## src/rtl/sad_candidate_scanner.sv

```systemverilog
// Sum-of-absolute-differences scanner over a rectangular search window.
// For each candidate (row-major order) it accumulates |cur - ref| over
// BLOCK_SIZE*BLOCK_SIZE streamed pixel pairs, then reports the sum with the
// candidate coordinates for one cycle.
//
//   state   | meaning
//   --------+-----------------------------------------------------------
//   S_IDLE  | waiting for start; pixel input not accepted
//   S_ACCUM | accepting pixel pairs for the current candidate
//   S_EMIT  | one cycle: sad_valid, result and coordinates presented
//   S_DONE  | one cycle: done pulse after the last candidate
module sad_candidate_scanner #(
  parameter int BLOCK_SIZE  = 4,
  parameter int SEARCH_ROWS = 16,
  parameter int SEARCH_COLS = 16
) (
  input  logic        clk,
  input  logic        rst_n,
  input  logic        start,
  input  logic [7:0]  cur_pixel,
  input  logic [7:0]  ref_pixel,
  input  logic        pixel_valid,
  output logic        pixel_ready,
  output logic [31:0] sad_out,
  output logic [7:0]  sad_row_out,
  output logic [7:0]  sad_column_out,
  output logic        sad_valid,
  output logic        busy,
  output logic        done
);

  localparam int NPIX = BLOCK_SIZE * BLOCK_SIZE;
  // A 1x1 block still needs a one-bit counter to keep widths legal.
  localparam int CW = (NPIX > 1) ? $clog2(NPIX) : 1;
  localparam logic [CW-1:0] LAST_PIX = CW'(NPIX - 1);
  localparam logic [7:0]    LAST_ROW = 8'(SEARCH_ROWS - 1);
  localparam logic [7:0]    LAST_COL = 8'(SEARCH_COLS - 1);

  typedef enum logic [1:0] {
    S_IDLE  = 2'd0,
    S_ACCUM = 2'd1,
    S_EMIT  = 2'd2,
    S_DONE  = 2'd3
  } state_t;

  state_t        state;
  state_t        state_nx;
  logic [31:0]   acc;
  logic [CW-1:0] pix_cnt;
  logic [7:0]    row;
  logic [7:0]    col;
  logic [7:0]    abs_diff;
  logic [31:0]   acc_sum;
  logic          accept;
  logic          last_pix;
  logic          last_cand;

  assign abs_diff  = (cur_pixel >= ref_pixel) ? (cur_pixel - ref_pixel)
                                              : (ref_pixel - cur_pixel);
  assign acc_sum   = acc + {24'd0, abs_diff};
  assign accept    = (state == S_ACCUM) && pixel_valid && pixel_ready;
  assign last_pix  = (pix_cnt == LAST_PIX);
  assign last_cand = (row == LAST_ROW) && (col == LAST_COL);

  // Next-state decode; start is only honoured from idle.
  always_comb begin
    state_nx = state;
    case (state)
      S_IDLE:  if (start) state_nx = S_ACCUM;
      S_ACCUM: if (accept && last_pix) state_nx = S_EMIT;
      S_EMIT:  state_nx = last_cand ? S_DONE : S_ACCUM;
      S_DONE:  state_nx = S_IDLE;
      default: state_nx = S_IDLE;
    endcase
  end

  // State register and status flags, registered from the next state.
  always_ff @(posedge clk or negedge rst_n) begin
    if (!rst_n) begin
      state       <= S_IDLE;
      pixel_ready <= 1'b0;
      sad_valid   <= 1'b0;
      busy        <= 1'b0;
      done        <= 1'b0;
    end else begin
      state       <= state_nx;
      pixel_ready <= (state_nx == S_ACCUM);
      sad_valid   <= (state_nx == S_EMIT);
      busy        <= (state_nx != S_IDLE);
      done        <= (state_nx == S_DONE);
    end
  end

  // Accumulator, pixel/candidate counters and held result registers.
  always_ff @(posedge clk or negedge rst_n) begin
    if (!rst_n) begin
      acc            <= '0;
      pix_cnt        <= '0;
      row            <= '0;
      col            <= '0;
      sad_out        <= '0;
      sad_row_out    <= '0;
      sad_column_out <= '0;
    end else begin
      case (state)
        S_IDLE: begin
          if (start) begin
            acc     <= '0;
            pix_cnt <= '0;
            row     <= '0;
            col     <= '0;
          end
        end
        S_ACCUM: begin
          if (accept) begin
            acc     <= acc_sum;
            pix_cnt <= pix_cnt + CW'(1);
            // Capture on the final pair so the result is visible during emit.
            if (last_pix) begin
              sad_out        <= acc_sum;
              sad_row_out    <= row;
              sad_column_out <= col;
            end
          end
        end
        S_EMIT: begin
          acc     <= '0;
          pix_cnt <= '0;
          if (col == LAST_COL) begin
            col <= '0;
            row <= row + 8'd1;
          end else begin
            col <= col + 8'd1;
          end
        end
        default: ;
      endcase
    end
  end

endmodule

```

## config.mk

```make
export PLATFORM = sky130hd
export DESIGN_NAME = sad_candidate_scanner
export DESIGN_NICKNAME = d
export VERILOG_FILES = /design/src/rtl/sad_candidate_scanner.sv
export SDC_FILE = /design/constraint.sdc
export NUM_CORES = 1
export LEC_CHECK = 0
export ABC_CLOCK_PERIOD_IN_PS = 2200
export CAP_MARGIN = 20
export CORE_MARGIN = 1
export CORE_UTILIZATION = 51
export DETAILED_ROUTE_END_ITERATION = 8
export HOLD_SLACK_MARGIN = 0.08
export PLACE_DENSITY = 0.73
export SLEW_MARGIN = 10
export SYNTH_ARGS = -nofsm -noshare
export SYNTH_HDL_FRONTEND = slang
export SYNTH_SLANG_ARGS = --single-unit
```

## constraint.sdc

```tcl
create_clock -name clk -period 2.2 [get_ports clk]
set_clock_uncertainty 0.15 [all_clocks]
set_input_delay 0.44 -clock clk [delete_from_list [all_inputs] [get_ports clk]]
set_output_delay 0.44 -clock clk [all_outputs]
set_load 0.01 [all_outputs]
```

Run 1, signal wires by layer:
(3 px per µm) Two of the layers only.
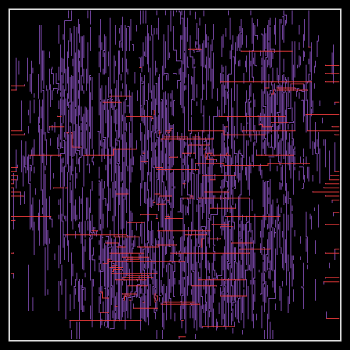
| layer | colour | wire length |
|---|---|---|
| met2 | purple | 9350 µm |
| met3 | red | 962 µm |

Run 1, placement view:
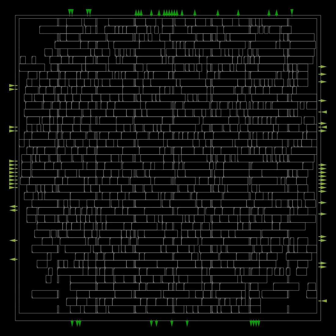
# Taps: 143
fillers: 673
Core Util, Final: 79.8%
Core Area: 0.0114 mm²
Seq/total area: 29.2%

==> impl_metrics.py, run 1 <==
# Physical implementation metrics
metrics = {
    "placement": {
        "hpwl_mm": 10.5,
        "place_ws_ns": -2.57,
        "placed_cells": 929,
    },
    "yosys": {
        "top_logic_kind": "simple AND/OR/NAND/NOR gates",
        "ys_warn_count": 0,
        "ys_sh_adder_pct": 6.48,
        "synth-seq-cells": 106,
        "ys_types": 54,
        "synthArstFlopShare_pct": 100,
        "edf_count": 0,
    },
    "power_and_ir_drop": {
        "internal_power_w": 0.00566,
        "maxPowerGroup": "combinational cells",
        "p_leak_nw": 4.05,
        "comb_power_w": 0.00521,
        "seq_power_share_pct": 26.4,
        "p_per_area_mw_per_mm2": 1030,
        "vdd_drop_max_mv": 0.655,
        "seq_power_w": 0.00248,
        "p_clk_w": 0.00169,
    },
    "clocking": {
        "numCtsBuffers": 9,
        "clock_sinks": 106,
        "htree_levels": 3,
        "clk_path_buf_depth": 2,
    },
    "finish": {
        "final_cell_count_no_fill": 978,
        "top_regs": "acc: 32 flops, sad_out: 32 flops",
        "buffer_area_share_pct": 21.0,
        "signal_buffers": 203,
        "antennaDiodeCount": 0,
        "flop-count": 106,
        "postLayoutCellArea_mm2": 0.00908,
        "layout_top_cell": "nand2_1",
    },
    "setup_path": {
        "cp.depth": 22,
        "cpPeakStageDelay_ns": 0.35,
        "crit_family": "AND-OR/OR-AND gates",
        "arrival_ns": 4.03,
        "crit_required_ns": 2.29,
        "worstSetupEndpointType": "flop",
    },
    "routing": {
        "drtIter0Drc": 398,
        "viasPerCell": 5.87,
        "first_pass_iters": 6,
    },
    "final_timing": {
        "setup_viol": 62,
        "max_slew_margin_pct": 59.9,
        "setup_tns_ns": -90.37,
        "hold_viol_final": 0,
        "worst-slew-pin-transition_ns": 0.601,
        "fin_ws_ns": -1.74,
    },
    "global_routing": {
        "grt-ovfl-total": 0,
        "use_met1_pct": 34.8,
        "met2_usage_pct": 48.3,
        "grt_use_met3_pct": 5.75,
        "track_usage_pct": 28.2,
        "grt_max_degree": 48,
    },
    "status": {
        "violations": "negative setup slack",
        "outcome": "complete, but fails checks",
    },
    "floorplan": {
        "rows": 39,
        "initCoreUtil_pct": 52.3,
        "die_w_um": 110,
    },
    "flow_run": {
        "max-cap-violations": 0,
    },
}
Run 1, gate-type map:
(3 px per µm)
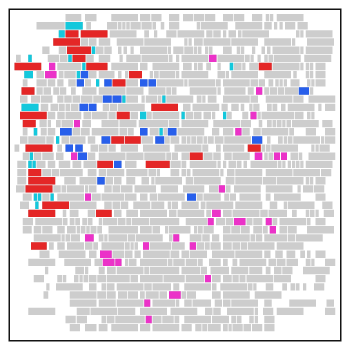
| family | colour | cells |
|---|---|---|
| adder and majority cells | red | 29 |
| AND-OR and OR-AND gates | blue | 22 |
| AND and OR gates | magenta | 29 |
| inverters | cyan | 26 |

==> run 1: path summary, 6_finish.rpt <==
path,startpoint,to,slack (ns)
max,cur_pixel[0],acc[28]$_DFFE_PN0P_,-1.74
min,sad_out[5]$_DFFE_PN0P_,sad_out[5]$_DFFE_PN0P_,0.33
max reg2reg,acc[0]$_DFFE_PN0P_,acc[28]$_DFFE_PN0P_,-0.55
min reg2reg,sad_out[5]$_DFFE_PN0P_,sad_out[5]$_DFFE_PN0P_,0.33
max in group asynchronous,rst_n,row[5]$_DFFE_PN0P_,0.77
min in group asynchronous,rst_n,sad_out[21]$_DFFE_PN0P_,0.48
==> run 1: repair_timing <==
item,in CTS,in global routing
cloned,2,1
hold endpoints to repair,42,0
pin swaps,71,68
hold buffers,1,0
buffers inserted,19,19
setup endpoints to repair,62,64
gates resized,116,86
Run 1, zoomed window:
Window x 40 to 70, y 40 to 70 µm. Cells in grey, sequential cells in the stronger grey; small squares are vias.
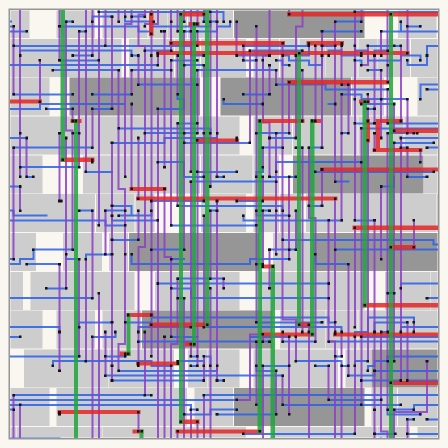

--- run 2 (diff from run 1) ---
Settings changed: SKIP_CTS_REPAIR_TIMING set to 1.
Run 2, zoomed window:
Window x 40 to 70, y 40 to 70 µm. Cells in grey, sequential cells in the stronger grey; small squares are vias.
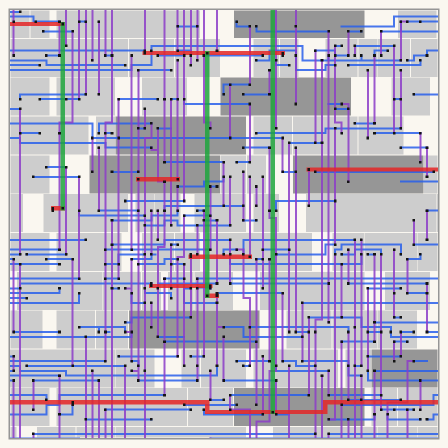
| layer | colour |
|---|---|
| met4 | green |
| met2 | purple |
| met1 | blue |
| met3 | red |
netlist names of flops here include: acc (4), pix_cnt (3)
most frequent: dfrtp_1 (8), buf_4 (6)
cells with their middle in the window: 70
sequential cells in the window: 8

==> run 2 against run 1 <==
- the flow still finishes with violations (negative setup slack)
- die size did not move
- clock-buffer cell count did not move
- critical path depth rose by 1
- sequential power barely moved
- largest power group unchanged
- global-route usage fell by 2.8 points
- power fell by 7.4%
- highest routed layer unchanged
- maximum frequency fell by 2.3%
- worst hold slack got worse by 0.00059 ns
- via count fell by 4.1%
- non-clock buffer count fell by 20
- core utilization fell by 3.3 points
==> impl_metrics.py, run 2 <==
# Physical implementation metrics
metrics = {
    "status": {
        "outcome": "complete, but fails checks",
        "violations": "negative setup slack",
    },
    "routing": {
        "drc": 0,
        "drtIter0Drc": 374,
        "drtAntennaViolNets": 0,
        "first_pass_iters": 5,
        "viasPerCell": 5.75,
    },
    "placement": {
        "place_ws_ns": -2.57,
        "placed_cells": 929,
        "hpwl_mm": 10.5,
        "place_area_mm2": 0.00775,
    },
    "finish": {
        "utilization_pct": 76.5,
        "postLayoutCellArea_mm2": 0.00870,
        "signal_buffers": 183,
        "inv_count": 26,
        "seq_share_pct": 30.5,
        "final_cell_count_no_fill": 958,
        "antennaDiodeCount": 0,
        "flop-count": 106,
        "layout_top_cell": "nand2_1",
        "buffer_area_share_pct": 20.2,
        "top_regs": "acc: 32 flops, sad_out: 32 flops",
        "regArea_mm2": 0.00265,
        "fill_cells": 750,
    },
    "power_and_ir_drop": {
        "power_frac_clock_pct": 19.4,
        "seq_power_w": 0.00246,
        "internal_power_w": 0.00527,
        "seq_power_share_pct": 28.4,
        "p_total_w": 0.00868,
        "comb_power_w": 0.00453,
        "vdd_drop_max_mv": 0.653,
        "maxPowerGroup": "combinational cells",
        "p_per_area_mw_per_mm2": 998,
        "p_leak_nw": 4.01,
        "p_clk_w": 0.00169,
    },
    "clocking": {
        "clk_path_buf_depth": 2,
        "clock_sinks": 106,
        "numCtsBuffers": 9,
        "htree_levels": 3,
        "clk-insertion-delay-late_ns": 0.36,
    },
    "floorplan": {
        "tap_cells": 143,
        "initCoreUtil_pct": 52.3,
        "fp.coreArea_mm2": 0.0114,
        "rows": 39,
        "die_w_um": 110,
    },
    "yosys": {
        "synth.avg_cell_area_um2": 9.12,
        "synth-simple-area-share_pct": 18.5,
        "floorplan.nets": 701,
        "synth-seq-cells": 106,
        "ys_warn_count": 0,
        "synthFlopType": "dfrtp_1",
        "synth_compound_gate_area_share_pct": 17.6,
        "ys_sh_adder_pct": 6.48,
        "synthArstFlopShare_pct": 100,
        "top_logic_kind": "simple AND/OR/NAND/NOR gates",
        "ys_types": 54,
        "edf_count": 0,
    },
    "setup_path": {
        "cp-startpoint": "cur_pixel[0]",
        "cp.depth": 23,
        "worstSetupEndpointType": "flop",
        "crit_type": "input pin to flop",
        "r2r_slack_ns": -0.38,
        "crit_family": "AND-OR/OR-AND gates",
        "timing.critical_path.to": "sad_out[10]$_DFFE_PN0P_",
        "crit_required_ns": 2.29,
        "arrival_ns": 4.12,
        "cpPeakStageDelay_ns": 0.39,
        "timing.rr.start": "acc[0]$_DFFE_PN0P_",
        "r2r-end": "acc[28]$_DFFE_PN0P_",
        "worst-path-buf-inv": 6,
    },
    "global_routing": {
        "track_usage_pct": 25.4,
        "grt_max_degree": 48,
        "grt_use_met3_pct": 4.03,
        "met2_usage_pct": 43.3,
        "use_met1_pct": 32.2,
        "grt-ovfl-total": 0,
    },
    "final_timing": {
        "worst-slew-pin-transition_ns": 0.603,
        "rsz0062_at_grt": "yes",
        "finalCriticalPeriod_ns": 4.03,
        "hold_viol_final": 0,
        "fin_ws_ns": -1.83,
        "fmax_ghz": 0.248,
        "setup_tns_ns": -95.27,
        "setup_viol": 62,
        "max_slew_margin_pct": 59.8,
    },
    "flow_run": {
        "warnings": 35,
        "max-cap-violations": 0,
    },
}
-- run 2: cell counts after synthesis --
No cell type changed its count.
-- run 2: worst min-delay path by stage --
stage	startpoint	to	slack, ns	cells past startpoint
after floorplan	rst_n	acc[0]$_DFFE_PN0P_	-0.006	0
after global placement	sad_column_out[0]$_DFFE_PN0P_	sad_column_out[0]$_DFFE_PN0P_	0.31	2
after detailed placement	sad_out[5]$_DFFE_PN0P_	sad_out[5]$_DFFE_PN0P_	0.31	2
after CTS	rst_n	sad_out[21]$_DFFE_PN0P_	-0.03	1
after global routing	sad_column_out[7]$_DFFE_PN0P_	sad_column_out[7]$_DFFE_PN0P_	0.35	2
final	sad_out[5]$_DFFE_PN0P_	sad_out[5]$_DFFE_PN0P_	0.33	2
--- run 3 (diff from run 2) ---
Settings changed: SLEW_MARGIN 10 to 20.
Run 3, gate-type map:
(3 px per µm)
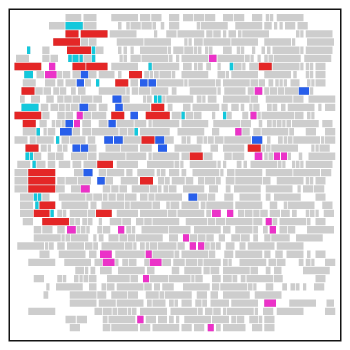
| family | colour | cells |
|---|---|---|
| AND-OR and OR-AND gates | blue | 22 |
| adder and majority cells | red | 29 |
| AND and OR gates | magenta | 29 |
| inverters | cyan | 26 |

==> run 3 against run 2 <==
- the flow still finishes with violations (negative setup slack)
- critical path depth did not move
- area after synthesis did not move
- register-to-register slack hardly changed
- power is the same
- sequential cell count did not move
- critical path type unchanged
- critical endpoint unchanged
- largest power group unchanged
==> impl_metrics.py, run 3 <==
# Physical implementation metrics
metrics = {
    "routing": {
        "viasPerCell": 5.75,
        "drtIter0Drc": 374,
        "first_pass_iters": 5,
        "drc": 0,
        "drtAntennaViolNets": 0,
    },
    "final_timing": {
        "max_slew_margin_pct": 59.8,
        "worst-slew-pin-transition_ns": 0.603,
        "fin_ws_ns": -1.83,
        "setup_viol": 62,
        "hold_viol_final": 0,
        "finalCriticalPeriod_ns": 4.03,
        "rsz0062_at_grt": "yes",
        "fmax_ghz": 0.248,
    },
    "yosys": {
        "ys_types": 54,
        "synthArstFlopShare_pct": 100,
        "ys_sh_adder_pct": 6.48,
        "floorplan.nets": 701,
        "synth-simple-area-share_pct": 18.5,
        "synthFlopType": "dfrtp_1",
        "ys_warn_count": 0,
        "synth.avg_cell_area_um2": 9.12,
        "top_logic_kind": "simple AND/OR/NAND/NOR gates",
        "synth_compound_gate_area_share_pct": 17.6,
        "synth-seq-cells": 106,
    },
    "setup_path": {
        "arrival_ns": 4.12,
        "timing.critical_path.to": "sad_out[10]$_DFFE_PN0P_",
        "worst-path-buf-inv": 6,
        "cp.depth": 23,
        "timing.rr.start": "acc[0]$_DFFE_PN0P_",
        "crit_required_ns": 2.29,
        "r2r_slack_ns": -0.38,
        "crit_family": "AND-OR/OR-AND gates",
        "r2r-end": "acc[28]$_DFFE_PN0P_",
        "crit_type": "input pin to flop",
        "worstSetupEndpointType": "flop",
    },
    "global_routing": {
        "grt-ovfl-total": 0,
        "use_met1_pct": 32.2,
        "grt_max_degree": 48,
        "grt_use_met3_pct": 4.03,
        "track_usage_pct": 25.4,
        "met2_usage_pct": 43.3,
    },
    "clocking": {
        "clock_sinks": 106,
        "clk_path_buf_depth": 2,
        "numCtsBuffers": 9,
    },
    "finish": {
        "fill_cells": 750,
        "buffer_area_share_pct": 20.2,
        "signal_buffers": 183,
        "flop-count": 106,
        "regArea_mm2": 0.00265,
        "inv_count": 26,
        "utilization_pct": 76.5,
        "postLayoutCellArea_mm2": 0.00870,
        "layout_top_cell": "nand2_1",
    },
    "power_and_ir_drop": {
        "p_leak_nw": 4.01,
        "maxPowerGroup": "combinational cells",
        "p_clk_w": 0.00169,
        "p_per_area_mw_per_mm2": 998,
        "internal_power_w": 0.00527,
        "comb_power_w": 0.00453,
    },
    "min_path": {
        "whs_path_depth": 2,
        "hp-start": "sad_out[5]$_DFFE_PN0P_",
        "whs_endpoint": "sad_out[5]$_DFFE_PN0P_",
    },
    "flow_run": {
        "max-cap-violations": 0,
    },
    "status": {
        "outcome": "complete, but fails checks",
        "violations": "negative setup slack",
    },
    "floorplan": {
        "rows": 39,
        "fp.coreArea_mm2": 0.0114,
        "tap_cells": 143,
    },
    "placement": {
        "place_ws_ns": -2.57,
        "place_area_mm2": 0.00775,
        "hpwl_mm": 10.5,
    },
}
==> run 3: cell counts in the layout (fill, tap and decap cells not counted) <==
No cell type changed its count.
==> run 3: worst register-to-register path, delay by kind of cell, from the launching register on <==
family                     cells  cell delay, ns
AOI/OAI and AO/OA              6            0.97
adders and majority gates      2            0.55
DFF                            1            0.35
buffers and inverters          2            0.30
and+or+nand+nor                1            0.13
==> run 3: metrics by stage <==
| stage | hold WS (ns) | cells |
|---|---|---|
| after floorplan | -0.00559 | 652 |
| after global placement | 0.308 | 929 |
| after detailed placement | 0.312 | 929 |
| after CTS | -0.0343 | 945 |
| after global routing | 0.351 | 958 |
| final | 0.325 | 958 |
Power and IR drop assume default switching activity.
